## config.mk

```make
export PLATFORM = sky130hd
export DESIGN_NAME = series_eval_engine_flat
export DESIGN_NICKNAME = d
export VERILOG_FILES = /design/src/rtl/series_eval_if.sv /design/src/rtl/series_eval_engine.sv /design/src/flat_wrapper.sv
export SDC_FILE = /design/constraint.sdc
export NUM_CORES = 1
export LEC_CHECK = 0
export CAP_MARGIN = 25
export CORE_MARGIN = 1
export CORE_UTILIZATION = 37
export CTS_CLUSTER_DIAMETER = 60
export DETAILED_ROUTE_END_ITERATION = 7
export PLACE_DENSITY_LB_ADDON = 0.12
export SETUP_SLACK_MARGIN = 0.2
export SLEW_MARGIN = 20
export SYNTH_ARGS = -nofsm -noshare
export SYNTH_HDL_FRONTEND = slang
export SYNTH_SLANG_ARGS = --single-unit
```

## constraint.sdc

```tcl
create_clock -name clk -period 9.5 [get_ports clk]
set_input_delay 0.95 -clock clk [delete_from_list [all_inputs] [get_ports clk]]
set_output_delay 0.95 -clock clk [all_outputs]
set_load 0.02 [all_outputs]
```

## src/rtl/series_eval_if.sv

```systemverilog
// series_eval_if: operand, coefficient-load and result handshake bundle for series_eval_engine.
interface series_eval_if #(
   parameter int W     = 16,
   parameter int TERMS = 8,
   parameter int G     = 2
);
   localparam int AW = $clog2(TERMS);
   localparam int NW = AW + 1;
   logic          in_valid;
   logic          in_ready;
   logic [W-1:0]  x_in;
   logic          alt_in;
   logic [NW-1:0] n_terms_in;
   logic          coef_we;
   logic [AW-1:0] coef_addr;
   logic [W-1:0]  coef_wdata;
   logic          out_valid;
   logic          out_ready;
   logic [W+G-1:0] y_out;
   logic          busy;
   modport master (
      output in_valid, x_in, alt_in, n_terms_in, coef_we, coef_addr, coef_wdata, out_ready,
      input  in_ready, out_valid, y_out, busy
   );
   modport slave (
      input  in_valid, x_in, alt_in, n_terms_in, coef_we, coef_addr, coef_wdata, out_ready,
      output in_ready, out_valid, y_out, busy
   );
endinterface

```

## src/rtl/series_eval_engine.sv

```systemverilog
// series_eval_engine: fixed-point power-series evaluator, y = sum s_k*t_k with t_k = t_(k-1)*x*a_k,
// sharing one W x W multiplier between the x step (MULX) and the coefficient step (MULC).
module series_eval_engine #(
   parameter int W     = 16,
   parameter int TERMS = 8,
   parameter int G     = 2
) (
   input logic         clk,
   input logic         rst,
   series_eval_if.slave bus
);
   localparam int AW   = $clog2(TERMS);
   localparam int NW   = AW + 1;
   localparam int ACCW = W + G;
   localparam logic [W-1:0]    ONE_T = '1;
   localparam logic [ACCW-1:0] ONE_A = ACCW'(1) << W;
   typedef enum logic [1:0] {IDLE, MULX, MULC, DONE} state_t;
   state_t         state, state_nx;
   logic [W-1:0]   t, x, mul_b, tn;
   logic [W-1:0]   coef [TERMS];
   logic [ACCW-1:0] acc, acc_nx;
   logic [ACCW:0]  sum;
   logic [2*W-1:0] prod;
   logic [NW-1:0]  n, k, n_cl;
   logic           alt, sub;
   assign n_cl  = bus.n_terms_in == '0 ? NW'(1)
                : bus.n_terms_in > NW'(TERMS) ? NW'(TERMS) : bus.n_terms_in;
   assign mul_b = state == MULX ? x : coef[k[AW-1:0]];
   assign prod  = t * mul_b;
   assign tn    = prod[2*W-1:W];
   assign sub   = alt & k[0];
   // the extra top bit is a carry on add and a borrow on subtract; either clamps the accumulator
   assign sum    = sub ? {1'b0, acc} - {{(G+1){1'b0}}, tn} : {1'b0, acc} + {{(G+1){1'b0}}, tn};
   assign acc_nx = sum[ACCW] ? (sub ? '0 : '1) : sum[ACCW-1:0];
   assign bus.in_ready  = state == IDLE;
   assign bus.out_valid = state == DONE;
   assign bus.busy      = state == MULX || state == MULC;
   assign bus.y_out     = acc;
   always_comb begin
      state_nx = state;
      case (state)
         IDLE:    state_nx = bus.in_valid ? (n_cl == NW'(1) ? DONE : MULX) : IDLE;
         MULX:    state_nx = MULC;
         MULC:    state_nx = k == n - NW'(1) ? DONE : MULX;
         DONE:    state_nx = bus.out_ready ? IDLE : DONE;
         default: state_nx = IDLE;
      endcase
   end
   always_ff @(posedge clk or posedge rst) begin
      if (rst) state <= IDLE;
      else     state <= state_nx;
   end
   always_ff @(posedge clk or posedge rst) begin
      if (rst) begin
         t   <= '0;
         x   <= '0;
         acc <= '0;
         alt <= 1'b0;
         n   <= '0;
         k   <= '0;
      end else if (state == IDLE && bus.in_valid) begin
         t   <= ONE_T;
         x   <= bus.x_in;
         acc <= ONE_A;
         alt <= bus.alt_in;
         n   <= n_cl;
         k   <= NW'(1);
      end else if (state == MULX) begin
         t <= tn;
      end else if (state == MULC) begin
         t   <= tn;
         acc <= acc_nx;
         k   <= k + NW'(1);
      end
   end
   // entry 0 is never read: t_0 is the fixed 1.0 loaded on accept
   always_ff @(posedge clk or posedge rst) begin
      if (rst) begin
         coef[0] <= '0;
         for (int i = 1; i < TERMS; i++) coef[i] <= ONE_T / W'(i);
      end else if (bus.coef_we && !bus.busy) begin
         for (int i = 1; i < TERMS; i++)
            if (bus.coef_addr == AW'(i)) coef[i] <= bus.coef_wdata;
      end
   end
endmodule

```

## src/flat_wrapper.sv

```systemverilog
// flat-port wrapper written by rule: the top's interface ports become plain ports
module series_eval_engine_flat 
#(
   parameter int W     = 16,
   parameter int TERMS = 8,
   parameter int G     = 2
)
  (clk, rst, bus_in_valid, bus_x_in, bus_alt_in, bus_n_terms_in, bus_coef_we, bus_coef_addr, bus_coef_wdata, bus_out_ready, bus_in_ready, bus_out_valid, bus_y_out, bus_busy);
  series_eval_if #(.W(W), .TERMS(TERMS), .G(G)) bus_i ();
  input logic clk;
  input logic rst;
  input wire logic [$bits(bus_i.in_valid)-1:0] bus_in_valid;
  input wire logic [$bits(bus_i.x_in)-1:0] bus_x_in;
  input wire logic [$bits(bus_i.alt_in)-1:0] bus_alt_in;
  input wire logic [$bits(bus_i.n_terms_in)-1:0] bus_n_terms_in;
  input wire logic [$bits(bus_i.coef_we)-1:0] bus_coef_we;
  input wire logic [$bits(bus_i.coef_addr)-1:0] bus_coef_addr;
  input wire logic [$bits(bus_i.coef_wdata)-1:0] bus_coef_wdata;
  input wire logic [$bits(bus_i.out_ready)-1:0] bus_out_ready;
  output wire logic [$bits(bus_i.in_ready)-1:0] bus_in_ready;
  output wire logic [$bits(bus_i.out_valid)-1:0] bus_out_valid;
  output wire logic [$bits(bus_i.y_out)-1:0] bus_y_out;
  output wire logic [$bits(bus_i.busy)-1:0] bus_busy;
  assign bus_i.in_valid = bus_in_valid;
  assign bus_i.x_in = bus_x_in;
  assign bus_i.alt_in = bus_alt_in;
  assign bus_i.n_terms_in = bus_n_terms_in;
  assign bus_i.coef_we = bus_coef_we;
  assign bus_i.coef_addr = bus_coef_addr;
  assign bus_i.coef_wdata = bus_coef_wdata;
  assign bus_i.out_ready = bus_out_ready;
  assign bus_in_ready = bus_i.in_ready;
  assign bus_out_valid = bus_i.out_valid;
  assign bus_y_out = bus_i.y_out;
  assign bus_busy = bus_i.busy;
  series_eval_engine #(.W(W), .TERMS(TERMS), .G(G)) u_core (.clk(clk), .rst(rst), .bus(bus_i));
endmodule
```

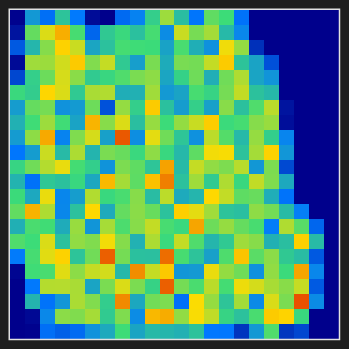
*Cell density map*
(1.5 px per um) 22 x 22 tiles, from dark blue (low) to red (high), 0 to 100% covered.
15% of the tiles are nearly empty. The fullest tile reaches 91%. The mean over all tiles is 44%. 7.2% of the tiles are over 75% full. The emptiest ninth of the die: upper right.

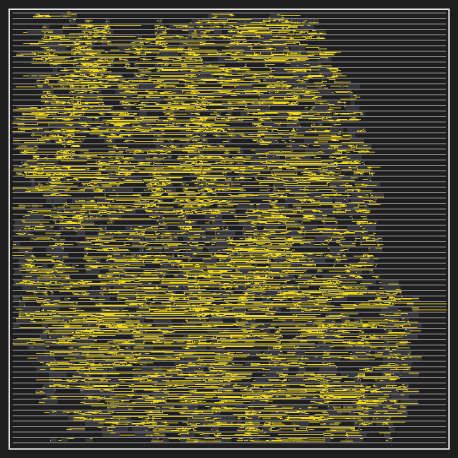
*Met1 routing*
(2 px per um) Supply wires on this layer in grey. Cells faint in the background.
2,207 nets have wire on it. The wires run mostly horizontal. The longest straight run is 78.7 um.

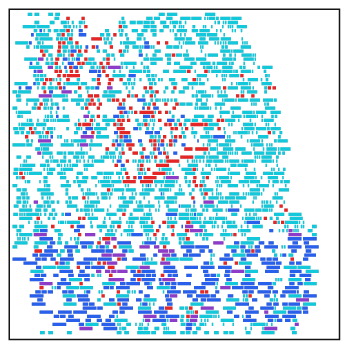
*Sizing map*
(1.5 px per um)
Key: blue = drive 2 [cells 313, share 15%]; cyan = drive 1 or less [cells 1,426, share 70%]; purple = drive 6 and up [cells 55, share 2.7%]; red = drive 3 to 4 [cells 236, share 12%]

==> qor.yml <==
portBuffers: 65
wl_per_cell_um: 18.0
place_area_sq_mm: 0.0202
setup.worst_path.end_class: "register"
synth.area.mux_share: 0.106
tool_warnings: 31
synth_area_per_cell_sq_um: 9.80
syn_nets: 2146
synth_cell_types: 70
postCtsHoldBufs: 0
period_minus_slack_ns: 9.45
vias: 13245
io_pins: 66
setup-violations-final: 0
ant_nets: 0
clock.fmax_ghz: 0.106
max_cap_violations: 0
antenna_cells: 0
drive_gt1_frac: 0.298
die_area_sq_mm: 0.0480
wl_um: 47500
grt_pass1_wl_um: 78100
drc_errors: 0
place_inst: 2573
comb_area_sq_mm: 0.0123
top_logic_kind: "adder cells"
ys_chip_area_sq_mm: 0.0174
crit_top_cell: "fa_1"
core_area_sq_mm: 0.0466
fin_ws_ns: 0.0548
tightest_slew_ns: 0.913
antenna_found_initial: 0
ys_ff: 173
skew_ns: 0.0163
clk_latency_ns: 0.49
dp_hpwl_um: 36500
slew_viol_final: 0
drt_first_iter_violations: 567
slew_headroom: 0.391
status: "finished, final reports clean"
cts_made_buffers: 17
layout.nets: 2382
slowest_stage: "or4_4"
cts_root_buf: "clkbuf_16"
rows: 79
htreeDepth: 4
fp-utilization: 0.375
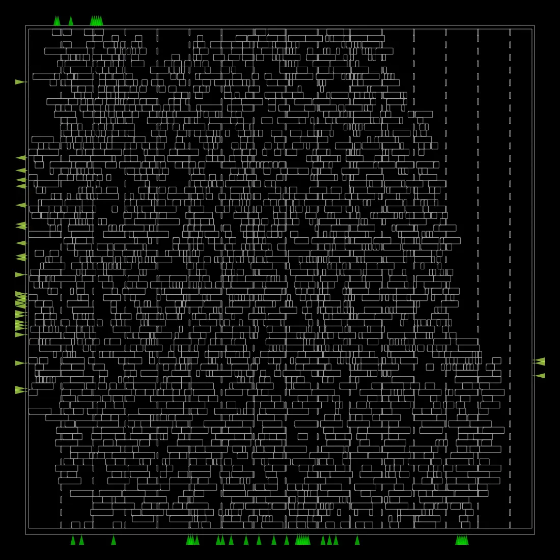
*Placement view*
fin util: 0.465
Seq area share: 0.204
flip-flops: 173
Layout Cells excl Fill: 2,637
Fillers: 4,400

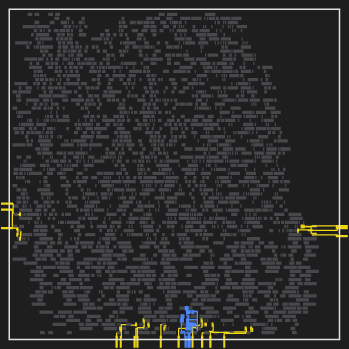
*Nets reached from selected ports*
(1.5 px per um)
Key: yellow = bus_x_in [bits 16, direction input, end cells 16, buffers 16, wire 293 um]; blue = bus_coef_addr [bits 3, direction input, end cells 9, buffers 3, wire 103 um]

[layout make-up]
| type | instances | area share |
|---|---|---|
| Sequential cell | 173 | 0.204 |
| Multi-Input combinational cell | 1278 | 0.569 |
| Clock inverter | 15 | 0.00798 |
| Timing Repair Buffer | 296 | 0.120 |
| Tap cell | 607 | 0.0351 |
| Clock buffer | 17 | 0.0197 |
| Inverter | 251 | 0.0438 |
[worst paths after layout]
check                            start                  end  slack, ns  cells past startpoint
max reg2reg                u_core.k[0]  u_core.bus.y_out[1]       0.05                     39
min reg2reg                u_core.x[9]          u_core.x[9]       0.48                      2
min in group asynchronous          rst      u_core.coef[11]       0.88                      2
max in group asynchronous          rst          u_core.t[8]       7.37                      3
max                        u_core.k[0]  u_core.bus.y_out[1]       0.05                     39
min                        u_core.x[9]          u_core.x[9]       0.48                      2
[metal layers]
metal / vias to the layer above / wire length, um / global-route usage
li1: 6267 / - / -
met1: 6772 / 23200 / 0.295
met2: 161 / 22300 / 0.345
met3: 45 / 1270 / 0.0316
met4: 0 / 681 / 0.0539
met5: - / 0 / 0
[cell usage in the layout, fill, tap and decap left out, types with 44 or more instances in the layout]
cell	n
nor2_1	52
clkdlybuf4s50_1	65
buf_4	201
dfstp_2	73
dfrtp_1	98
fa_1	189
inv_1	244
and2_1	114
ha_1	113
a21oi_1	44
nand2_1	261
mux2_2	127
[flip-flops by register name, summed over array words and instances, names as in the netlist]
signal and count:
u_core.x 16, u_core.t 16, u_core.bus.y_out 18, u_core.state 2, u_core.n 4, u_core.k 4, u_core.coef 112, u_core.alt 1
[synthesized netlist by cell type, drive strengths merged (7+ instances only)]
library cell	count	area, sq um
nor3b	8	60.1
o21ai	51	259
mux2i	7	70.1
nand4	10	68.8
ha	126	1580
and3	7	43.8
and2	119	744
a21oi	58	290
nand2	273	1040
a22oi	25	188
a21o	20	150
buf	11	67.6
nor2b	7	43.8
o22a	10	87.6
or3	8	50.1
nor2	57	214
mux2	130	1470
dfrtp	100	2500
mux4	14	315
inv	251	942
o21bai	8	60.1
xor2	19	166
dfstp	73	1920
clkbuf	68	255
fa	194	3880
nand3	11	55.1
nor3	14	70.1
xnor2	29	254
[kinds of logic after synthesis]
family	after synthesis
flip-flops	173
XOR/XNOR	48
AND-OR/OR-AND	221
buffers and inverters	330
adder cells (fa/ha/maj)	320
AND/OR/NAND/NOR	538
multiplexers	151
[critical path, delay by kind of cell, from the launching register on]
kind,cells,cell delay (ns)
DFF,1,0.46
and+or+nand+nor,9,2.23
muxes,1,0.17
AOI/OAI and AO/OA,11,1.69
buffers and inverters,8,0.88
xor gates and xnor gates,2,0.32
adders and majority gates,8,3.56
[what timing repair did]
item	CTS	global route
endpoints found under the setup margin	18	18
buffers inserted	20	8
pin swaps	23	36
cloned	3	0
gates resized	77	57
